File: config.mk
export PLATFORM = sky130hd
export DESIGN_NAME = demux_1to4
export DESIGN_NICKNAME = d
export VERILOG_FILES = /design/src/rtl/demux_1to4.sv
export SDC_FILE = /design/constraint.sdc
export NUM_CORES = 1
export LEC_CHECK = 0
export CORE_UTILIZATION = 30
export CTS_BUF_LIST = sky130_fd_sc_hd__clkbuf_8 sky130_fd_sc_hd__clkbuf_16
export CTS_CLUSTER_DIAMETER = 60
export DETAILED_ROUTE_END_ITERATION = 16
export MAX_ROUTING_LAYER = met4
export RECOVER_POWER = 50
export REMOVE_ABC_BUFFERS = 1
export SLEW_MARGIN = 10
export SYNTH_ARGS = -nofsm -noshare
export SYNTH_HDL_FRONTEND = slang
export SYNTH_SLANG_ARGS = --single-unit
File: constraint.sdc
create_clock -name clk -period 1.9 [get_ports clk]
set_input_delay 0.19 -clock clk [delete_from_list [all_inputs] [get_ports clk]]
set_output_delay 0.19 -clock clk [all_outputs]
set_load 0.01 [all_outputs]
File: src/rtl/demux_1to4.sv
// demux_1to4: registered 1:4 demultiplexer with frame collection.
// Symbols arriving on a shared bus are steered into four held channels;
// once all four channels hold fresh data the frame is presented on
// frame_valid and the block stalls (in_ready=0) until frame_ack.
// Optional feature macro: DEMUX_AUTO_SEL_EN -- when defined, the channel
// comes from an internal wrapping pointer and sel is ignored.
module demux_1to4 #(
    parameter int W = 2
) (
    input  logic         clk,
    input  logic         rst,
    input  logic [W-1:0] D,
    input  logic [1:0]   sel,
    input  logic         in_valid,
    output logic         in_ready,
    output logic [W-1:0] Y0,
    output logic [W-1:0] Y1,
    output logic [W-1:0] Y2,
    output logic [W-1:0] Y3,
    output logic [3:0]   Y_valid,
    output logic         frame_valid,
    input  logic         frame_ack,
    output logic         ovr
);

    typedef enum logic {
        COLLECT = 1'b0,
        FULL    = 1'b1
    } state_t;

    state_t         state;
    state_t         state_next;
    logic [W-1:0]   y_reg [4];
    logic [3:0]     y_valid_reg;
    logic           ovr_reg;
    logic           accept;
    logic [1:0]     ch;
    logic [3:0]     ch_onehot;
    logic           frame_done;

    // Accept depends on state only through in_ready, so there is no
    // combinational path from in_valid back to in_ready.
    assign accept     = in_valid & in_ready;
    assign ch_onehot  = 4'b0001 << ch;
    // Completion is decided purely on which channels are valid, so an
    // overwrite never counts toward filling the frame.
    assign frame_done = ((y_valid_reg | ch_onehot) == 4'b1111);

`ifdef DEMUX_AUTO_SEL_EN
    logic [1:0] ptr;
    logic       unused_sel;

    assign ch         = ptr;
    assign unused_sel = ^sel;

    // Fill pointer: advances on every accept and wraps 3->0, which puts it
    // back at 0 exactly when a frame completes, so frame_ack leaves it alone.
    always_ff @(posedge clk) begin
        if (rst) begin
            ptr <= 2'd0;
        end else if (accept) begin
            ptr <= ptr + 2'd1;
        end
    end
`else
    assign ch = sel;
`endif

    // State register with synchronous reset taking priority over all inputs.
    always_ff @(posedge clk) begin
        // NOTE: sequential state uses non-blocking assignments so every
        // register samples the pre-edge values of its neighbours.
        if (rst) begin
            state <= COLLECT;
        end else begin
            state <= state_next;
        end
    end

    // Next-state logic: fill to FULL on the completing accept, drain on ack.
    always_comb begin
        // NOTE: default assignment first so no path leaves state_next
        // unassigned, which would otherwise infer a latch.
        state_next = state;
        unique case (state)
            COLLECT: if (accept && frame_done) state_next = FULL;
            FULL:    if (frame_ack)            state_next = COLLECT;
            default: state_next = COLLECT;
        endcase
    end

    // Output logic: handshake and frame flags are functions of state only.
    always_comb begin
        in_ready    = 1'b0;
        frame_valid = 1'b0;
        unique case (state)
            COLLECT: in_ready    = 1'b1;
            FULL:    frame_valid = 1'b1;
            default: in_ready    = 1'b0;
        endcase
    end

    // Channel datapath: write on accept, flag overwrites, clear valids on ack.
    always_ff @(posedge clk) begin
        if (rst) begin
            // NOTE: the channel registers are real outputs with defined
            // reset values, so they are cleared here rather than left as
            // uninitialised storage.
            for (int i = 0; i < 4; i++) begin
                y_reg[i] <= '0;
            end
            y_valid_reg <= 4'b0000;
            ovr_reg     <= 1'b0;
        end else begin
            ovr_reg <= 1'b0;
            if (accept) begin
                y_reg[ch] <= D;
                if (y_valid_reg[ch]) begin
                    ovr_reg <= 1'b1;
                end else begin
                    y_valid_reg[ch] <= 1'b1;
                end
            end else if (state == FULL && frame_ack) begin
                // Data is kept; only the freshness flags are released.
                y_valid_reg <= 4'b0000;
            end
        end
    end

    assign Y0      = y_reg[0];
    assign Y1      = y_reg[1];
    assign Y2      = y_reg[2];
    assign Y3      = y_reg[3];
    assign Y_valid = y_valid_reg;
    assign ovr     = ovr_reg;

endmodule

Figure 1. Pin placement (run 1).
Scale: 10 px per micron. Pins as bars across the die edge, other pins in gray.
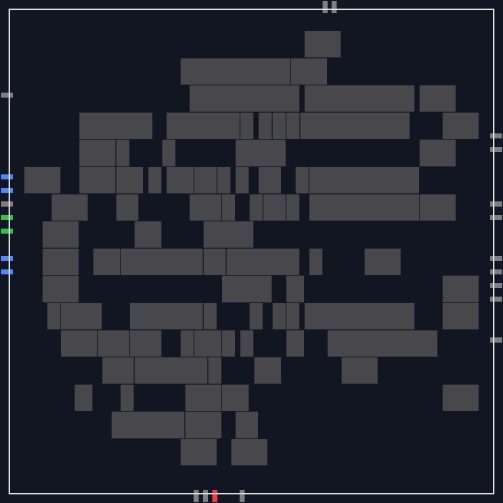
[red] in_ready | pins: 1 | direction: output | edge: bottom
[green] sel | pins: 2 | direction: input | edge: left
[blue] Y_valid | pins: 4 | direction: output | edge: left
all pins by edge: 9 right, 8 left, 4 bottom, 2 top
floorplan die width: 48.3 microns
port buffer count: 22
overall die height: 48.3 microns

Figure 2. Placed standard cells (run 1).
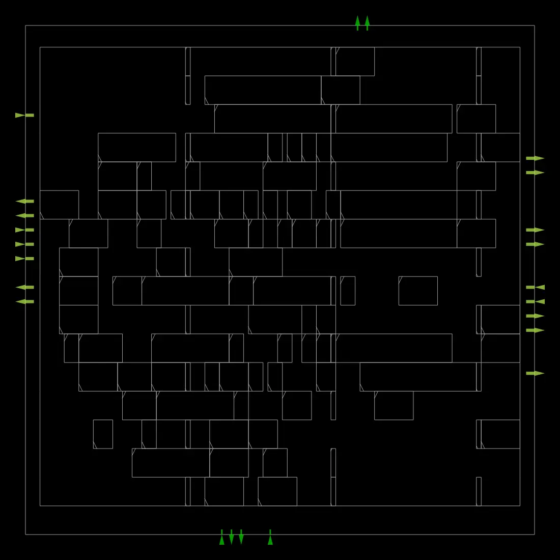
core footprint: 0.00198 sq mm
Layout fillers: 186
non-filler cells in the finished layout: 113
number of rows in the core area: 16

==> impl_metrics.toml, run 1 <==
# physical design summary
[worst_setup_path]
worstPathArrival_ps = 1600
critical_path_required_ps = 1980
timing.critical_path.to_type = "flip-flop"
crit_fanout = 8
crit_path_start_kind = "primary input"
cp-endpoint = "y_reg[0][1]$_SDFFCE_PN0P_"
reg2reg_setup_slack_ps = 660
timing.critical_path.from = "rst"
worstSetupPathType = "in2reg"
r2r.worst_path.cells = 3
r2r_end = "y_reg[0][1]$_SDFFCE_PN0P_"
timing.rr.start = "state$_SDFF_PP0_"

[final_timing]
setup_repair_after_global_routing_missed_its_margin = "no"
worst_pin_slew_ps = 432
timing.final.crit_period_ps = 1520
fin_skew_ps = 3.52
fin_tns_setup_ps = 0
max-slew-margin-rel = 0.711
hold_viol_final = 0
final_hold_slack_ps = 561
worst_slack_ps = 381
maximum_clock_rate_mhz = 658
post-route-period-util = 0.800
setup_violations = 0

[place]
pre_cts_ws_ps = 237
globalplace.congestion = 0.794
dp_cells = 109
postPlaceCellArea_sq_um = 890
dp_hpwl_microns = 956

[pwr]
cellLeakagePower_uw = 0.000358
design_power_uw = 675
pwr_density_cell_mw_per_mm2 = 727

[grt]
gr_overflow_total = 0
grt_antenna_before_repair = 0
grt_start_max_net_pins = 14
grt_first_pass_wirelength_microns = 2080
grt_usage = 0.118
first_global_vias = 474

[logic_synthesis]
ys.flops = 14
yosys_warnings = 0
synth_area_sq_um = 643
synth.avg_cell_area_sq_um = 10.4
synth-area-yosys_sq_um = 643
synth-cells-yosys = 62
netlist_instances = 62
synth_seq_share = 0.560

[final_layout]
layout-drive-gt1-share = 0.0814
number_of_flip_flops_in_the_largest_register = 8
num-nets-final = 95
layout.core_utilization = 0.469
finalInstanceArea_sq_um = 930
n_antenna_cell = 0
area_delta_synth_final_pct = 44.6

[route]
drt_pre_antenna_iters = 3
drtIter0Drc = 14
postRouteAntennaNets = 0
via_per_inst = 4.58
route.detailed.wl_per_inst_microns = 11.3
drc = 0

[flow_run]
warnings = 25
cap_violations = 0

[cts]
cts.clk_slew.worst_paths_ps = 60
clockBufferDepth = 2
cts_root_buf = "sky130_fd_sc_hd__clkbuf_8"
postCtsSetupRepairBufs = 0
worstSkewPairLatency_ps = 240
tritoncts = "done"
cts.sinks = 14
post_cts_hold_buffer_count = 0
inserted_clock_buffers = 3
h_tree_level_count = 1
cts-resized-gates = 0

[hold_path]
worst_hold_path_type = "reg2reg"

[die]
die_area_sq_mm = 0.00233
io_pins = 23
fp_util = 0.324

[run_status]
status = "finished clean"
Figure 3. Floorplan with the power grid (run 1).
Scale: 10 px per micron. Pins as bars on the die edge. Tap cells in gray.
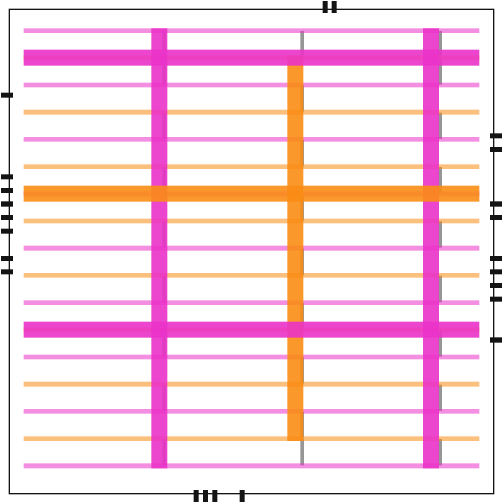
[orange] VDD
[magenta] VSS
met5 straps: 3
met4 straps: 3
rows: 16
Peak VDD IR: 0.285 mV

Figure 4. Met2 routing (run 1).
Scale: 8 px per micron.
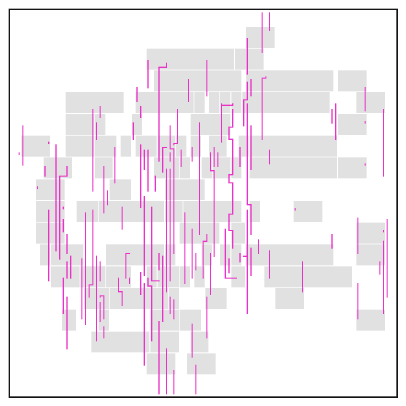
wire length on this layer: 566 microns
main direction: vertical
detailed-route via count: 517
wirelength, routed: 1280 microns
met2 Resource Use GR: 0.178

==> run 1: layout make-up <==
| class | instances | area (sq um) | area share |
|---|---|---|---|
| clock inverter | 1 | 3.75 | 0.00404 |
| clock buffer | 3 | 41.3 | 0.0444 |
| sequential | 14 | 360 | 0.388 |
| timing repair buffer | 24 | 235 | 0.253 |
| inverter | 4 | 15.0 | 0.0162 |
| multi-input combinational | 40 | 240 | 0.258 |
| tap | 27 | 33.8 | 0.0363 |
==> run 1: power by group <==
part | internal (uW) | switching (uW) | total (uW) | leakage [uW]
combinational | 51.7 | 43.2 | 95.0 | 0.000203
clock | 142 | 93.8 | 236 | 0.0000231
sequential | 337 | 7.74 | 344 | 0.000132
==> run 1: layout by cell type, fill, tap and decap left out, drive strengths merged, types with 2 or more instances in the layout <==
cell type      instances
clkdlybuf4s50         12
nand2                 10
dlygate4sd3           10
nor2                   9
edfxtp                 8
dfxtp                  6
inv                    4
nor2b                  3
a22oi                  3
clkbuf                 3
nand2b                 2
nor3                   2
buf                    2
==> run 1: critical path, stage by stage <==
cell	delay [ps]
sky130_fd_sc_hd__dlygate4sd3_1	650
sky130_fd_sc_hd__nor3b_1	400
sky130_fd_sc_hd__nand2_1	190
sky130_fd_sc_hd__nor3_1	170
==> run 1: how the worst min path moves through the flow <==
stage / startpoint / to / slack (ps) / cells past startpoint
2_1_floorplan: rst / Y_valid[0]$_SDFFE_PP0P_ / 260 / 1
3_3_place_gp: state$_SDFF_PP0_ / state$_SDFF_PP0_ / 540 / 2
3_5_place_dp: Y_valid[2]$_SDFFE_PP0P_ / Y_valid[2]$_SDFFE_PP0P_ / 550 / 2
4_1_cts: frame_ack / state$_SDFF_PP0_ / 560 / 2
5_1_grt: state$_SDFF_PP0_ / state$_SDFF_PP0_ / 610 / 2
6_report: Y_valid[2]$_SDFFE_PP0P_ / Y_valid[2]$_SDFFE_PP0P_ / 560 / 2
==> run 1: metal layers <==
metal	wire length [microns]	global-route usage	part of all wire
met3	72	0.0220	0.056
met5	0	-	0
met1	626	0.152	0.49
met4	12	0.0588	0.0094
met2	565	0.178	0.44
==> run 1: kinds of logic after synthesis <==
| family | Yosys count | share of synthesized area |
|---|---|---|
| AOI/OAI and AO/OA | 9 | 0.111 |
| buffers and inverters | 8 | 0.0584 |
| DFF | 14 | 0.560 |
| muxes | 1 | 0.0350 |
| and+or+nand+nor | 30 | 0.235 |
==> run 1: synth_stat cells, drive strengths merged <==
cell / n / share of area
a22oi: 3 / 0.035
nor3: 2 / 0.016
buf: 4 / 0.035
mux4: 1 / 0.035
o211ai: 1 / 0.012
and2: 1 / 0.0097
nand2: 10 / 0.058
nand4b: 1 / 0.014
nor2: 9 / 0.053
a21oi: 1 / 0.0078
nand2b: 2 / 0.019
nor2b: 3 / 0.029
nor3b: 1 / 0.019
dfxtp: 6 / 0.19
a32oi: 1 / 0.014
edfxtp: 8 / 0.37
o211a: 1 / 0.016
inv: 4 / 0.023
nand4bb: 1 / 0.018
o32ai: 1 / 0.014
a31o: 1 / 0.014
==> run 2: changes to the inputs <==
- clock period: 1.9 -> 1.4 ns (I/O delays scaled with it)
Figure 5. Met2 routing (run 2).
Scale: 8 px per micron.
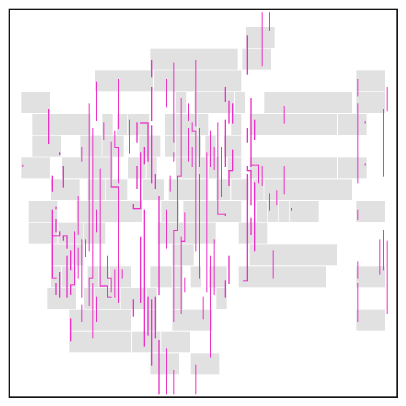
nets with wire on the layer: 83
share of all routed wire: 48%
longest straight run: 18.7 microns
wirelength, routed: 1320 microns
detailed-route via count: 551
met2 Resource Use GR: 0.207

==> impl_metrics.toml, run 2 <==
# physical design summary
[run_status]
status = "finished clean"

[route]
drtIter0Drc = 7
drc = 0
route.detailed.wl_per_inst_microns = 10.9
drt_pre_antenna_iters = 4

[logic_synthesis]
synthFlopType = "sky130_fd_sc_hd__edfxtp_1"
ys.flops = 14
netlist_instances = 62
synth_seq_share = 0.560
synth-edff-count = 8
yosys-top-cells-count = "10 x sky130_fd_sc_hd__nand2_1, 9 x sky130_fd_sc_hd__nor2_1, 8 x sky130_fd_sc_hd__edfxtp_1"
synthArstFlopShare = 0
synth-cells-yosys = 62
synthXorXnorAreaFrac = 0
synth.top_cells.by_area = "sky130_fd_sc_hd__edfxtp_1 37%, sky130_fd_sc_hd__dfxtp_1 19%, sky130_fd_sc_hd__nand2_1 5.8%, sky130_fd_sc_hd__nor2_1 5.3%, sky130_fd_sc_hd__a22oi_1 3.5%"
yosys_warnings = 0
top_logic_kind = "simple AND/OR/NAND/NOR gates"
synth-area-yosys_sq_um = 643
yosys-mux-area-fraction = 0.0350
synth_top_cell_by_area = "sky130_fd_sc_hd__edfxtp_1"

[worst_setup_path]
critical_path_depth = 1
timing.critical_path.to_type = "output port"
reg2reg_setup_slack_ps = 190
crit_path_cell_trace = "clkdlybuf4s50_1"
critPathTopFamily = "buffers and inverters"
crit_fanout = 5
timing.rr.start = "state$_SDFF_PP0_"
timing.critical_path.slowest_stage_cell = "sky130_fd_sc_hd__clkdlybuf4s50_1"
cp-endpoint = "Y_valid[1]"
r2r.worst_path.cells = 5
crit_path_start_kind = "flip-flop"
worstPathArrival_ps = 1210
timing.critical_path.from = "Y_valid[1]$_SDFFE_PP0P_"
worstSetupPathType = "reg2out"
r2r_end = "state$_SDFF_PP0_"
timing.critical_path.buf_inv = 1
slowest_delay_ps = 570
critical_path_required_ps = 1260

[grt]
grt_usage = 0.128
first_global_vias = 506
grt_first_pass_wirelength_microns = 2170
gr_overflow_total = 0
grt_antenna_before_repair = 0
grt_start_max_net_pins = 9

[cts]
tritoncts = "done"
cts.sinks = 14
clockBufferDepth = 2
worstSkewPairLatency_ps = 240
cts.clk_slew.worst_paths_ps = 60
inserted_clock_buffers = 3
post_cts_hold_buffer_count = 0
h_tree_level_count = 1

[final_layout]
final_layout_top_logic_cells = "22 x sky130_fd_sc_hd__clkdlybuf4s50_1, 10 x sky130_fd_sc_hd__nand2_1, 9 x sky130_fd_sc_hd__nor2_1"
area_delta_synth_final_pct = 53.1
layout.core_utilization = 0.497
fillerInstances = 188
final-seq-area_sq_um = 363
final_layout_top_logic_cell = "sky130_fd_sc_hd__clkdlybuf4s50_1"
number_of_flip_flops_in_the_largest_register = 8
num-nets-final = 103
finalInstanceArea_sq_um = 985

[hold_path]
hold_path_startpoint = "frame_ack"
worst_hold_path_type = "in2reg"

[final_timing]
hold_viol_final = 0
maximum_clock_rate_mhz = 743
fin_tns_setup_ps = 0
max-slew-margin-rel = 0.778
setup_violations = 0
timing.final.crit_period_ps = 1350
worst_pin_slew_ps = 333
post-route-period-util = 0.962

[die]
rows = 16
fp_util = 0.324
fp.dieH_microns = 48.3
io_pins = 23
dieWidth_microns = 48.3
design.core.area_sq_mm = 0.00198

[place]
postPlaceCellArea_sq_um = 950
dp_hpwl_microns = 1010
globalplace.congestion = 0.744

[pwr]
cellLeakagePower_uw = 0.000377
pwr_density_cell_mw_per_mm2 = 960

[flow_run]
cap_violations = 0
Figure 6. Floorplan with the power grid (run 2).
Scale: 10 px per micron. Pins as bars on the die edge. Tap cells in gray.
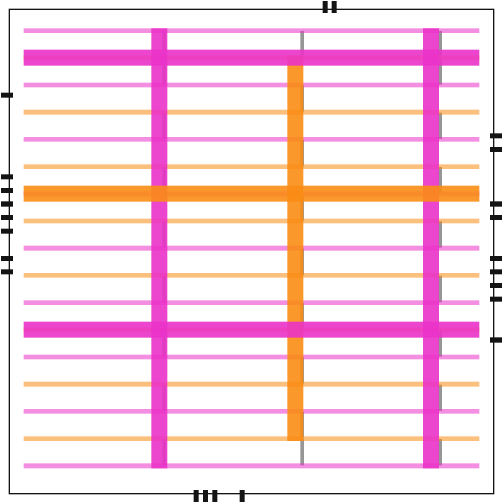
[magenta] VSS
[orange] VDD
met1 rails: 17
tap cells: 27
Peak VDD IR: 0.460 mV

==> run 2: cell counts after synthesis <==
Identical to the previous run, type by type.
==> run 2: worst min path at each step <==
stage / endpoint / slack, ps / depth (start not counted)
CTS: state$_SDFF_PP0_ / 510 / 2
detailed placement: state$_SDFF_PP0_ / 570 / 2
global route: state$_SDFF_PP0_ / 510 / 2
global placement: state$_SDFF_PP0_ / 550 / 2
finish: state$_SDFF_PP0_ / 520 / 2
floorplan: Y_valid[0]$_SDFFE_PP0P_ / 210 / 1
==> run 2: per-layer routing <==
layer,track usage,wire length (microns),vias to the layer above
met5,-,0,-
met1,0.140,592,252
li1,-,-,280
met4,0.0882,12,0
met3,0.0314,82,2
met2,0.207,632,17
==> run 2: metrics by stage <==
stage	cells	power [uW]	setup slack, ps
after global routing	121	994	5.34
final	121	945	53.4
after floorplan	58	528	164
after global placement	117	628	-47.4
after detailed placement	117	629	-49.3
after CTS	121	958	33.7
==> run 2: area by class of cell <==
type,count,area share
Multi-Input combinational cell,40,0.244
Sequential cell,14,0.368
Inverter,4,0.0152
Clock buffer,3,0.0419
Timing Repair Buffer,32,0.292
Clock inverter,1,0.00381
Tap cell,27,0.0343
==> run 2: logic make-up (layout without fill, tap and decap cells) <==
family | count (synthesis) | in the layout
AOI/OAI and AO/OA | 9 | 9
buffers and inverters | 8 | 40
DFF | 14 | 14
muxes | 1 | 1
and+or+nand+nor | 30 | 30
==> run 2: timing repair <==
item | 4_1_cts | 5_1_grt
setup endpoints to repair | 0 | 2
setup buffers | 0 | 0
gates resized | 0 | 2
==> run 2: report_power, final <==
part	switching, uW	internal [uW]	leakage [uW]	total (uW)
Sequential	11.4	457	0.000133	469
Clock	134	194	0.0000231	328
Combinational	61.2	87.7	0.000221	149
Total	207	739	0.000377	945
Power and IR drop assume default switching activity.
